===== config.mk =====
export PLATFORM = sky130hd
export DESIGN_NAME = memoria_datos_lector_flat
export DESIGN_NICKNAME = d
export VERILOG_FILES = /design/src/rtl/memoria_datos_lector_pkg.sv /design/src/rtl/memoria_datos_lector_if.sv /design/src/rtl/memoria_datos_lector_palabra_a_bytes.sv /design/src/rtl/memoria_datos_lector.sv /design/src/flat_wrapper.sv
export SDC_FILE = /design/constraint.sdc
export NUM_CORES = 1
export LEC_CHECK = 0
export CORE_MARGIN = 2
export CORE_UTILIZATION = 45
export CTS_BUF_LIST = sky130_fd_sc_hd__clkbuf_4 sky130_fd_sc_hd__clkbuf_8
export CTS_CLUSTER_DIAMETER = 200
export DETAILED_ROUTE_END_ITERATION = 8
export PLACE_DENSITY = 0.75
export SETUP_SLACK_MARGIN = 0.3
export SLEW_MARGIN = 20
export SYNTH_ARGS = -nofsm -noshare
export SYNTH_HDL_FRONTEND = slang
export SYNTH_SLANG_ARGS = --single-unit

===== constraint.sdc =====
create_clock -name i_clk -period 5.55 [get_ports i_clk]
set_clock_uncertainty 0.05 [all_clocks]
set_input_delay 1.11 -clock i_clk [delete_from_list [all_inputs] [get_ports i_clk]]
set_output_delay 1.11 -clock i_clk [all_outputs]
set_load 0.02 [all_outputs]

===== src/rtl/memoria_datos_lector_pkg.sv =====
// Shared definitions for the data-memory dump reader: FSM states and counter sizing.
package memoria_datos_lector_pkg;

    typedef enum logic [2:0] {
        IDLE,
        READ,
        WAIT,
        SEND,
        DONE
    } estado_t;

    // One spare bit so the counter can hold NBYTES itself.
    function automatic int unsigned byte_cnt_width(input int unsigned nbytes);
        return $clog2(nbytes) + 1;
    endfunction

endpackage


===== src/rtl/memoria_datos_lector_if.sv =====
// Memory read port plus byte stream towards the debug UART transmitter.
interface memoria_datos_lector_if #(
    parameter int unsigned NBITS = 32
) ();
    logic             o_MemRead;
    logic [NBITS-1:0] o_Direccion;
    logic [NBITS-1:0] i_DatoLeido;
    logic [7:0]       o_tx_data;
    logic             o_tx_valid;
    logic             i_tx_ready;

    modport master (
        output o_MemRead, o_Direccion, o_tx_data, o_tx_valid,
        input  i_DatoLeido, i_tx_ready
    );

    modport slave (
        input  o_MemRead, o_Direccion, o_tx_data, o_tx_valid,
        output i_DatoLeido, i_tx_ready
    );
endinterface


===== src/rtl/memoria_datos_lector_palabra_a_bytes.sv =====
// Serialises one NBITS word into bytes, MSB first, over a valid/ready handshake.
module palabra_a_bytes
    import memoria_datos_lector_pkg::*;
#(
    parameter int unsigned NBITS = 32
) (
    input  logic             i_clk,
    input  logic             i_reset,
    input  logic             i_load,
    input  logic [NBITS-1:0] i_word,
    input  logic             i_ready,
    output logic [7:0]       o_data,
    output logic             o_valid,
    output logic             o_last
);
    localparam int unsigned NBYTES = NBITS / 8;
    localparam int unsigned CW     = byte_cnt_width(NBYTES);

    logic [NBITS-1:0] shift;
    logic [CW-1:0]    cnt;
    logic             handshake;

    assign handshake = o_valid && i_ready;
    assign o_data    = shift[NBITS-1 -: 8];
    assign o_last    = handshake && (cnt == CW'(NBYTES - 1));

    // After the last shift the register is all zeros, so o_data idles at 0.
    always_ff @(posedge i_clk) begin
        if (i_reset) begin
            shift   <= '0;
            cnt     <= '0;
            o_valid <= 1'b0;
        end else if (i_load) begin
            shift   <= i_word;
            cnt     <= '0;
            o_valid <= 1'b1;
        end else if (handshake) begin
            shift <= shift << 8;
            cnt   <= cnt + 1'b1;
            if (o_last) begin
                o_valid <= 1'b0;
            end
        end
    end

endmodule


===== src/rtl/memoria_datos_lector.sv =====
// Debug dump of the data memory: reads cells 0..CELDAS-1 and streams each word out as bytes.
module memoria_datos_lector
    import memoria_datos_lector_pkg::*;
#(
    parameter int unsigned NBITS  = 32,
    parameter int unsigned CELDAS = 10
) (
    input  logic                    i_clk,
    input  logic                    i_reset,
    input  logic                    i_start,
    memoria_datos_lector_if.master  bus,
    output logic                    o_busy,
    output logic                    o_done
);
    localparam logic [NBITS-1:0] ULTIMA = NBITS'(CELDAS - 1);

    estado_t          state;
    logic [NBITS-1:0] addr;
    logic             carga;
    logic             last;

    assign bus.o_Direccion = addr;
    assign carga           = (state == WAIT);

    palabra_a_bytes #(
        .NBITS (NBITS)
    ) u_palabra_a_bytes (
        .i_clk   (i_clk),
        .i_reset (i_reset),
        .i_load  (carga),
        .i_word  (bus.i_DatoLeido),
        .i_ready (bus.i_tx_ready),
        .o_data  (bus.o_tx_data),
        .o_valid (bus.o_tx_valid),
        .o_last  (last)
    );

    always_ff @(posedge i_clk) begin
        if (i_reset) begin
            state         <= IDLE;
            addr          <= '0;
            bus.o_MemRead <= 1'b0;
            o_busy        <= 1'b0;
            o_done        <= 1'b0;
        end else begin
            case (state)
                IDLE: begin
                    if (i_start) begin
                        state         <= READ;
                        addr          <= '0;
                        bus.o_MemRead <= 1'b1;
                        o_busy        <= 1'b1;
                    end
                end
                READ: begin
                    state         <= WAIT;
                    bus.o_MemRead <= 1'b0;
                end
                WAIT: begin
                    state <= SEND;
                end
                SEND: begin
                    if (last) begin
                        if (addr == ULTIMA) begin
                            state  <= DONE;
                            o_done <= 1'b1;
                        end else begin
                            addr          <= addr + 1'b1;
                            state         <= READ;
                            bus.o_MemRead <= 1'b1;
                        end
                    end
                end
                DONE: begin
                    state  <= IDLE;
                    addr   <= '0;
                    o_done <= 1'b0;
                    o_busy <= 1'b0;
                end
                default: begin
                    state         <= IDLE;
                    addr          <= '0;
                    bus.o_MemRead <= 1'b0;
                    o_busy        <= 1'b0;
                    o_done        <= 1'b0;
                end
            endcase
        end
    end

endmodule


===== src/flat_wrapper.sv =====
// flat-port wrapper written by rule: the top's interface ports become plain ports
module memoria_datos_lector_flat import memoria_datos_lector_pkg::*;
#(
    parameter int unsigned NBITS  = 32,
    parameter int unsigned CELDAS = 10
)
  (i_clk, i_reset, i_start, o_busy, o_done, bus_o_MemRead, bus_o_Direccion, bus_o_tx_data, bus_o_tx_valid, bus_i_DatoLeido, bus_i_tx_ready);
  memoria_datos_lector_if #(.NBITS(NBITS)) bus_i ();
  input  logic i_clk;
  input  logic i_reset;
  input  logic i_start;
  output logic o_busy;
  output logic o_done;
  output wire logic [$bits(bus_i.o_MemRead)-1:0] bus_o_MemRead;
  output wire logic [$bits(bus_i.o_Direccion)-1:0] bus_o_Direccion;
  output wire logic [$bits(bus_i.o_tx_data)-1:0] bus_o_tx_data;
  output wire logic [$bits(bus_i.o_tx_valid)-1:0] bus_o_tx_valid;
  input wire logic [$bits(bus_i.i_DatoLeido)-1:0] bus_i_DatoLeido;
  input wire logic [$bits(bus_i.i_tx_ready)-1:0] bus_i_tx_ready;
  assign bus_o_MemRead = bus_i.o_MemRead;
  assign bus_o_Direccion = bus_i.o_Direccion;
  assign bus_o_tx_data = bus_i.o_tx_data;
  assign bus_o_tx_valid = bus_i.o_tx_valid;
  assign bus_i.i_DatoLeido = bus_i_DatoLeido;
  assign bus_i.i_tx_ready = bus_i_tx_ready;
  memoria_datos_lector #(.NBITS(NBITS), .CELDAS(CELDAS)) u_core (.i_clk(i_clk), .i_reset(i_reset), .i_start(i_start), .bus(bus_i), .o_busy(o_busy), .o_done(o_done));
endmodule

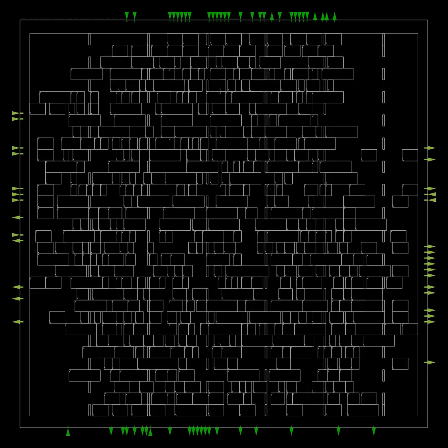
Fig. 1. Placement view (run 1).
fin util: 57.2%
core area: 0.00818 sq mm

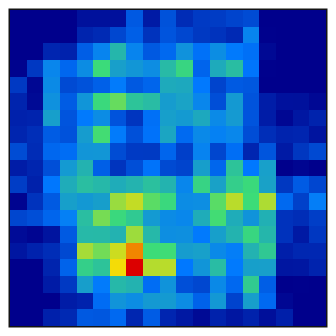
Fig. 2. Wiring heat map (run 1).
The die is cut into 19 by 19 equal tiles; dark blue is low, red is high, scaled to the fullest tile. Values are wire area over tile area, all layers added.
16% of the tiles are nearly empty. The densest ninth of the die: south. The mean over all tiles is 0.17. The emptiest ninth of the die: north-east. 5.8% of the tiles are over half the peak.
total vias in the final route: 3708
final wirelength: 9660 microns
overall fraction of global-route tracks in use: 21.5%
detailed-route wire length per cell: 15.5 microns

==> notes.md, run 1 <==
Notes on the flow outputs.

- STA classifies the critical path startpoint as an input port.
- Looking at the cell usage after synthesis, the top flip-flop cell is dfxtp_1.
- RePlAce ended its routability-driven mode at a weighted congestion of just over 0.8.
- The area of all placed cells without fillers is between 0.004 and 0.005 sq mm.
- Routing resource usage on met2 recorded by global route was a little under a third.
- The switching component of the power reads between 300 and 400 uW.
- Fill cells in the final layout number 752.
- The routed wirelength on the met1 layer is recorded as roughly 4600 microns.
- The total setup violations reported at the end of the flow is 0.
- The share of power burned in registers is between 50 and 60%.
- For this run the aggregate overflow at the end of global routing stands at 0.
- The total die size is around 0.009 sq mm.
- The placed wire-length estimate reads roughly 6500 microns.
- The flow ran to the end, and the final reports show no timing, DRC or antenna violations.
- In this run the register-to-register setup slack is approximately 2.1 ns.
- Combinational power for this build is between 100 and 150 uW.
- The global-route wire length before repair is roughly 16000 microns.
- The area added between synthesis and finish reads 23.7%.
- The share of synthesized area spent on multiplexers reads less than 1%.
- Ranking logic cells in the layout by count gives the top entries clkdlybuf4s50_1 (79), dfxtp_1 (74), nand2_1 (53).
- The initialized floorplan defines 33 standard-cell rows.
- Counting flops with an async set or reset pin after synthesis yields a share of 0%.
- Counting distinct cell types in the post-synthesis netlist gives a little under 60.
- The dominant combinational cell family by area after synthesis reads simple AND/OR/NAND/NOR gates.
- The amount of wire on met3 after detailed routing is 491 microns.
- Before placement the cells fill a little under half of the core.
- According to the timing report, the critical path is launched from bus_i_tx_ready.
- The worst slew slack as a fraction of its limit reads between 20% and 30%.
- The critical path data arrival time reads between 4 and 5 ns.
- The clock network consumes a total of roughly 400 uW.
- The maximum count of clock buffers along a single path is 2.
- The latest clock arrival within the worst-skew pair reads approximately 0.35 ns.
- The final standard cell count with taps included and fillers excluded reads 625.
- The group drawing the most power is sequential cells.
- The path class of the lowest-slack min-delay path is reg2reg.
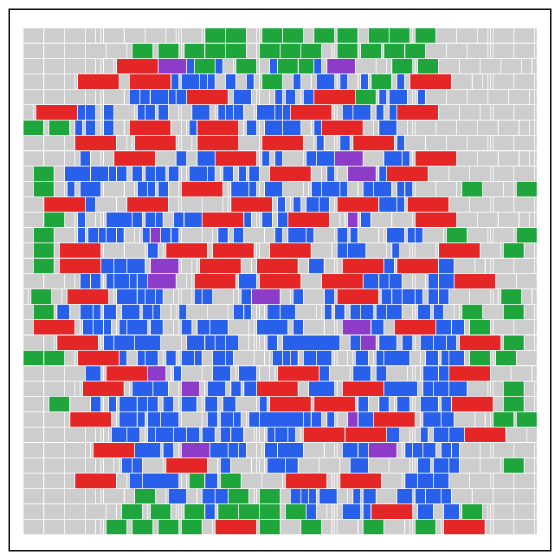
Fig. 3. Placed cells, one color a class (run 1).
Fill, decap, tap and diode cells in gray.
Key: all other logic = blue [cells 349]; flip-flops = red [cells 74]; other buffers and delay cells = green [cells 81]; clock drivers and dummy loads = purple [cells 16]

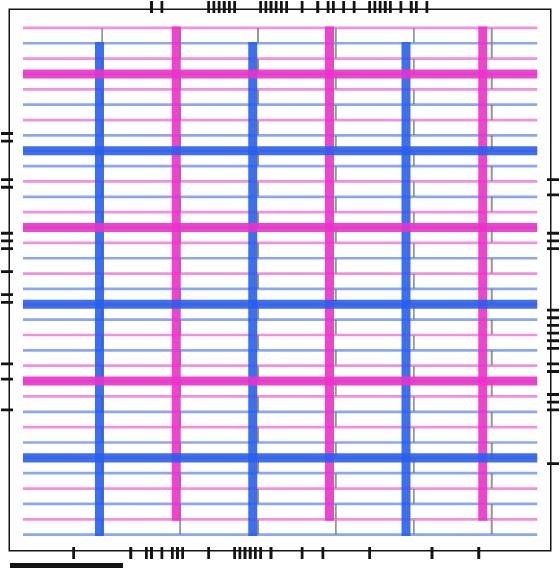
Fig. 4. Floorplan with the power grid (run 1).
Bar = 20 microns. Pins as bars on the die edge. Tap cells in gray.
Key: VSS = blue; VDD = magenta
80 signal pins sit on the boundary. 6 straps on met4. 34 met1 rails follow the rows.
horizontal die dimension: 95.7 microns
die boundary height: 95.7 microns
worst-case vdd ir drop: 0.190 mV

==> run 1: logic make-up after synthesis <==
logic type | Yosys count
xor+xnor | 3
simple gates | 211
mux | 2
buf+inv | 52
flops | 74
fa+ha+maj | 4
compound gates | 123
==> run 1: cell usage after synthesis (all sizes together), types with 6 or more instances <==
cell type,count,area [sq um]
a21o,6,45.0
a21oi,30,150
a311oi,27,236
a31oi,8,50.1
and3,7,46.3
and4,6,52.6
buf,26,159
clkbuf,20,75.1
dfxtp,74,1480
inv,6,22.5
nand2,55,206
nand3,47,248
nand4,13,87.6
nor2,41,156
nor3,9,45.0
nor4,12,96.3
o21ai,25,125
o31ai,10,75.1
==> run 1: worst min-delay path: stages (launching register included) <==
cell	delay (ns)
dfxtp_1	0.31
nand3_1	0.06
a21oi_1	0.05
==> inputs of run 2 (changes only) <==
Clock period 5.55 ns to 3.8 ns, I/O delays scaled along.
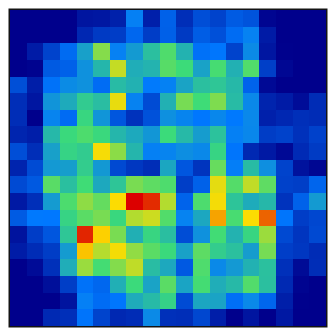
Fig. 5. Wiring heat map (run 2).
The die is cut into 19 by 19 equal tiles; dark blue is low, red is high, scaled to the fullest tile. Values are wire area over tile area, all layers added.
The emptiest ninth of the die: north-east. The fullest tile reaches 0.61. 17% of the tiles are over half the peak. The mean over all tiles is 0.17.

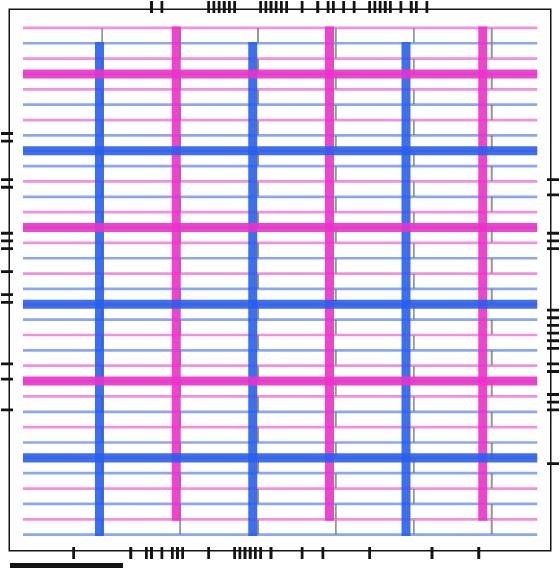
Fig. 6. Floorplan with the power grid (run 2).
Bar = 20 microns. Pins as bars on the die edge. Tap cells in gray.
Key: VSS = blue; VDD = magenta
105 tap cells. The core has 33 rows. 6 straps on met4. 34 met1 rails follow the rows.
worst-case vdd ir drop: 0.243 mV

==> run 2 against run 1 <==
Clock-buffer cell count is the same. Sequential share of layout area shrank 0.19 points. Synthesized cell count is the same. First-iteration DRC count shrank 44%. Total power grew 51%. Critical endpoint is now u_core.bus.o_Direccion[7]$_SDFFE_PP0P_. Largest cell class unchanged.
==> notes.md, run 2 <==
Notes on the flow outputs.

- The latest clock arrival within the worst-skew pair is roughly 0.35 ns.
- The leading cell type in the layout, fill and taps excluded is clkdlybuf4s50_1.
- dfxtp_1 takes more of the synthesized area than any other cell.
- The group drawing the most power reads sequential cells.
- Once the floorplan was initialized, standard cells occupied between 40% and 50% of the core.
- The die width is approximately 96 microns.
- The flow measured a signed area growth from synthesis to layout of 24.5%.
- The utilization of the core after routing reads between 50% and 60%.
- The final global-route overflow total is 0.
- The post-synthesis cell type count is 58.
- The first global-routing pass estimated between 15000 and 20000 microns of wire.
- The critical path data arrival time reads 3.33 ns.
- Setup total negative slack on the finished layout was measured at 0 ns.
- The total wire length is ~10000 microns.
- The total number of vias is approximately 3.8k.
- By count the netlist is led by dfxtp_1 (74), nand2_1 (55), nand3_1 (46).
- The worst slack after detailed placement reads approximately 0.4 ns.
- The power dissipated in combinational cells reads approximately 220 uW.
- The placed cell area is 0.00451 sq mm.
- The global router's overall resource usage reads between 20% and 30%.
- Tracing the worst setup path back leads to its startpoint at bus_i_tx_ready.
- Per the OpenROAD power report, switching power amounts to around 450 uW.
- The total die size reads ~0.0091 sq mm.
- The placed wire-length estimate is between 6000 and 7000 microns.
- The worst setup path is launched from an input port.
- The post-synthesis async set-or-reset flop share reads 0%.
- The most used flip-flop cell after synthesis reads dfxtp_1.
- STA reports a reg2reg setup slack of 0.93 ns.
- The cell with the most instances after synthesis is dfxtp_1.
- The main area contributors are dfxtp_1 (39%), a311oi_1 (6.3%), nand3_1 (6.1%).
- The finished cells cover about 0.0047 sq mm.
- The worst slew slack as a fraction of its limit is between 20% and 30%.
- The die is 95.7 microns tall.
- The longest clock path from root to sink contains 2 buffers.
- The layout has about 750 filler cells.
- Per the gpl log, the routability congestion estimate is 0.841.
- The share of power burned in registers reads 50.0%.
- The average detailed-routed wire length per instance reads around 16 microns.
- The length of routed wiring on met1 is 4560 microns.
- The area of the core reads slightly above 0.008 sq mm.
- The run finished with clean final reports.
- In the layout the commonest cells are clkdlybuf4s50_1 (79), dfxtp_1 (74), nand2_1 (54).
- The total setup violations reported at the end of the flow is 0.
- Clock network power for this build is between 600 and 700 uW.
-- run 2: cell types whose count changed in the layout (fill, tap and decap cells not counted) --
cell / before / now
buf_4: 2 / 5
inv_6: 2 / 1
clkinv_2: 3 / 2
clkinv_4: 0 / 1
bufinv_16: 0 / 1
nand2_1: 53 / 54
o32ai_2: 0 / 1
clkbuf_4: 0 / 1
clkbuf_8: 10 / 9
nand2_2: 2 / 1
o32ai_4: 1 / 0
-- run 2: kinds of logic (layout without fill, tap and decap cells) --
kind of cell / after synthesis / count (layout) / synth area share [%]
simple gates: 211 / 211 / 28.9
compound gates: 123 / 123 / 22.6
flops: 74 / 74 / 39.2
buf+inv: 52 / 106 / 6.79
fa+ha+maj: 4 / 4 / 1.32
xor+xnor: 3 / 3 / 0.695
mux: 2 / 2 / 0.530
==> inputs of run 3 (changes only) <==
Clock period 3.8 ns to 3.05 ns, I/O delays scaled along.
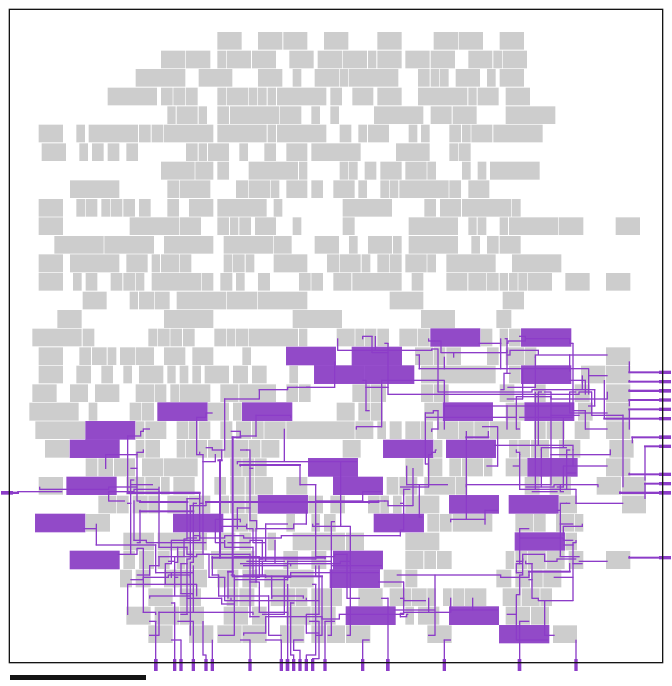
Fig. 7. Nets reached from selected ports (run 3).
Bar = 20 microns.
Key: bus_o_Direccion = purple [direction output, edge 19 south, 12 east, 1 west, end cells 32, buffers 34, wire 1990 microns]

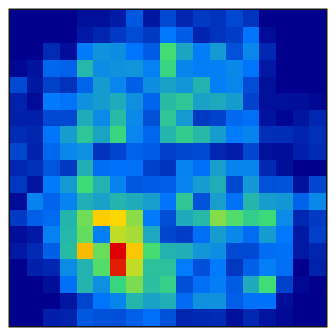
Fig. 8. Wiring heat map (run 3).
The die is cut into 19 by 19 equal tiles; dark blue is low, red is high, scaled to the fullest tile. Values are wire area over tile area, all layers added.
5.5% of the tiles are over half the peak. 13% of the tiles are nearly empty. The mean over all tiles is 0.18. The emptiest ninth of the die: north-east. The densest ninth of the die: south. The fullest tile reaches 0.83.

==> run 3 against run 2 <==
Critical path type is now reg2reg. Area after synthesis unchanged. Clock power up 27%. Sequential share of layout area down 0.42 points. Critical endpoint is now u_core.bus.o_Direccion[31]$_SDFFE_PP0P_.
==> notes.md, run 3 <==
Notes on the flow outputs.

- The global-route wire length before repair is about 17000 microns.
- The worst slack after detailed placement is 0.333 ns.
- The length of routed wiring on met1 is 4680 microns.
- The stat command in Yosys gives a chip area of between 0.003 and 0.004 sq mm.
- Summed over all routing layers, the global router reports a total usage of 22.8%.
- The most used flip-flop cell after synthesis is dfxtp_1.
- After routing, the total negative slack on setup checks comes to 0 ns.
- After detailed routing, the average wire length per cell comes to 15.8 microns.
- The switching component of the power reads 550 uW.
- Looking at the gate-level netlist, the highest instance count belongs to dfxtp_1.
- Sequential cells account for 49.4% of the total power.
- In this run the worst setup path begins at u_core.bus.o_Direccion[26]$_SDFFE_PP0P_.
- The run finished with clean final reports.
- The end-of-flow timing check tallies setup violations at 0.
- The latest clock arrival within the worst-skew pair reads 0.35 ns.
- The amount of wire on met3 after detailed routing reads roughly 660 microns.
- The area added between synthesis and finish reads 26.2%.
- The final-layout fill cell count reads around 730.
- The total die size is approximately 0.0091 sq mm.
- The highest ir drop seen on vdd is 0.288 mV.
- The largest area contributor in the synthesized netlist is dfxtp_1.
- The maximum count of clock buffers along a single path reads 2.
- The final hold slack reads about 0.42 ns.
- The area of the core is 0.00818 sq mm.
- Looking at the group totals, the largest power group turns out to be sequential cells.
- The routed layout has roughly 3.8k vias.
- The global routing usage on met2 is 32.8%.
- The clock network area share reads under 10%.
- For reference, the top cells by area after synthesis are dfxtp_1 (39%), a311oi_1 (6.3%), nand3_1 (6.1%).
- The utilization of the core after routing reads 58.3%.
- The critical path data arrival time is 2.62 ns.
- The post-synthesis cell type count is 58.
- In the synthesized netlist the async set-or-reset flop fraction comes to 0%.
- The die width reads 95.7 microns.
- Per the cell usage report, the commonest logic cells after layout are clkdlybuf4s50_1 (79), dfxtp_1 (74), nand2_1 (54).
- The startpoint type of the worst setup path reads a flop.
- The portion of the clock cycle consumed by the worst path in the final layout reads 79.2%.
- The leading cell type in the layout, fill and taps excluded reads clkdlybuf4s50_1.
- The final RePlAce weighted congestion reads between 0.8 and 0.9.
- The power of the clock network is slightly below 800 uW.
- The setup slack on the worst flop-to-flop path is 0.63 ns.
- Detailed placement ended at an HPWL of between 6000 and 7000 microns.
- Once the floorplan was initialized, standard cells occupied 46.2% of the core.
- The worst slew slack as a fraction of its limit is 35.9%.
run 3: cell counts after synthesis:
No cell type changed its count.
run 3: metrics by stage:
step | std cells | instance area, sq um
after detailed placement | 618 | 4560
after CTS | 634 | 4770
after floorplan | 469 | 3780
after global routing | 634 | 4770
final | 634 | 4770
after global placement | 618 | 4550
run 3: critical path, cell delays in order, from the launching register on:
cell       delay, ns
dfxtp_1         0.39
nor4_1          0.37
nand4_1         0.35
o2111ai_2       0.47
buf_4           0.31
a311oi_1        0.08
a211o_1         0.28
run 3: cells by family after synthesis:
kind of cell	count (synthesis)	share of synthesized area, %
adders and majority gates	4	1.32
AOI/OAI and AO/OA	123	22.6
xor gates and xnor gates	3	0.695
buffers and inverters	52	6.79
and+or+nand+nor	211	28.9
DFF	74	39.2
muxes	2	0.530
Power is estimated from default activity; no workload was simulated.
